==> config.mk <==
export PLATFORM = sky130hd
export DESIGN_NAME = thread_register_file
export DESIGN_NICKNAME = d
export VERILOG_FILES = /design/src/rtl/thread_register_file.sv
export SDC_FILE = /design/constraint.sdc
export NUM_CORES = 1
export LEC_CHECK = 0
export CAP_MARGIN = 20
export CORE_UTILIZATION = 64
export CTS_BUF_LIST = sky130_fd_sc_hd__clkbuf_8
export DETAILED_ROUTE_END_ITERATION = 7
export PLACE_DENSITY = 0.94
export REMOVE_ABC_BUFFERS = 1
export SLEW_MARGIN = 10
export SYNTH_ARGS = -nofsm -noshare
export SYNTH_HDL_FRONTEND = slang
export SYNTH_SLANG_ARGS = --single-unit
==> constraint.sdc <==
create_clock -name clk -period 2.5 [get_ports clk]
set_input_delay 0.75 -clock clk [delete_from_list [all_inputs] [get_ports clk]]
set_output_delay 0.75 -clock clk [all_outputs]
set_load 0.05 [all_outputs]
**Selected gate families**

Scale: 4 px per µm.
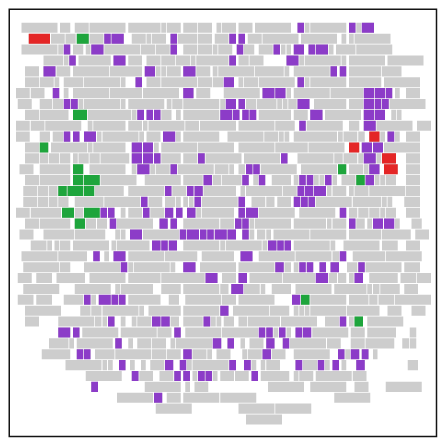
legend:
  aoi and oai cells:
    colour: purple
    cells: 190
  and/or cells:
    colour: green
    cells: 16
  non-inverting ao/oa cells:
    colour: red
    cells: 5
Post-Layout Cell Count: 871
Comb area share: 40.63%
Top cell excl fill/tap: dfrtp_1

**Routing congestion**

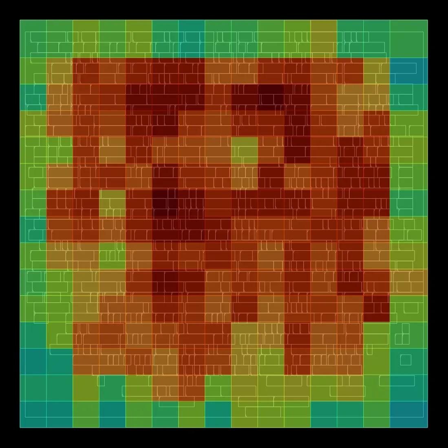
GRT met3 Usage: 13.12%
final core utilization: 80.05%
per-cell routed wire length: 24.66 µm
met2 Use GR: 63.78%

==> metrics.yaml <==
global_route:
  grt_pass1_vias: 6395
  grt_antenna_before_repair: 0
  grt_max_degree: 60
  gr-total-overflow: 0
synthesis:
  edf_count: 0
  synth_area_um2: 6983
  async_reset_ff_share_pct: 100.0
  xor_share_pct: 0
  yosys-stat-cells: 649
  synth.most_common_cell: "dfrtp_1"
  synth.distinct_cells: 36
  yosysTopAreaCellShare_pct: 45.87
  compound_area_share_pct: 17.17
sta:
  finalSetupViolCount: 0
  slew_headroom_pct: 63.35
  holdWs_ns: 0.2699
  fin_skew_ns: 0.01422
  tns_ns: 0
  finalCritPeriodShare_pct: 99.21
drt:
  highest_layer: "met4"
  vias: 6264
setup_path:
  worstPathCellList: "clkdlybuf4s50_1"
  crit_slowest_cell: "clkdlybuf4s50_1"
  crit_fanout: 2
  crit_buf_inv: 1
  path_delay_family: "buffers and inverters"
  path_depth: 1
  worstSetupPathType: "reg2out"
die:
  ioPinCount: 69
  dieArea_um2: 11330
  die_x_um: 106.5
  initCoreUtil_pct: 66.74
layout:
  fin_nets: 776
  syn_to_final_growth_pct: 19.94
  largest_reg_flops: 104
  design_area_um2: 8376
  diodes: 0
  signal_buffers: 114
  final_cell_mix: "128 x dfrtp_1, 65 x nand2_1, 64 x nor2_1"
status:
  run_status: "complete, no violations"
clock_network:
  htreeDepth: 4
  clockBufferDepth: 2
  ctsResizeCount: 0
  cts_setup_buffers: 0
place:
  gp_congestion: 0.8702
run:
  tool_warnings: 25
==> logic make-up (layout without fill, tap and decap cells) <==
family | count (synthesis) | after routing
buffers and inverters | 61 | 147
AND-OR/OR-AND | 195 | 195
multiplexers | 96 | 96
flip-flops | 128 | 128
AND/OR/NAND/NOR | 169 | 169
==> worst register-to-register path, cell delays in order (launching register included) <==
cell	delay, ns
dfrtp_1	0.43
mux4_2	0.49
o22ai_1	0.37
o21ai_0	0.17
==> layer usage <==
metal | vias to the layer above | GRT usage, %
li1 | 2514 | -
met1 | 2959 | 49.62
met2 | 605 | 63.78
met3 | 186 | 13.12
met4 | 0 | 21.72
met5 | - | 1.905
==> power by group <==
part / switching, mW / internal (mW)
Combinational: 0.603 / 0.400
Sequential: 0.119 / 2.21
Clock: 0.849 / 1.05
Total: 1.57 / 3.66
Power and IR drop assume default switching activity.
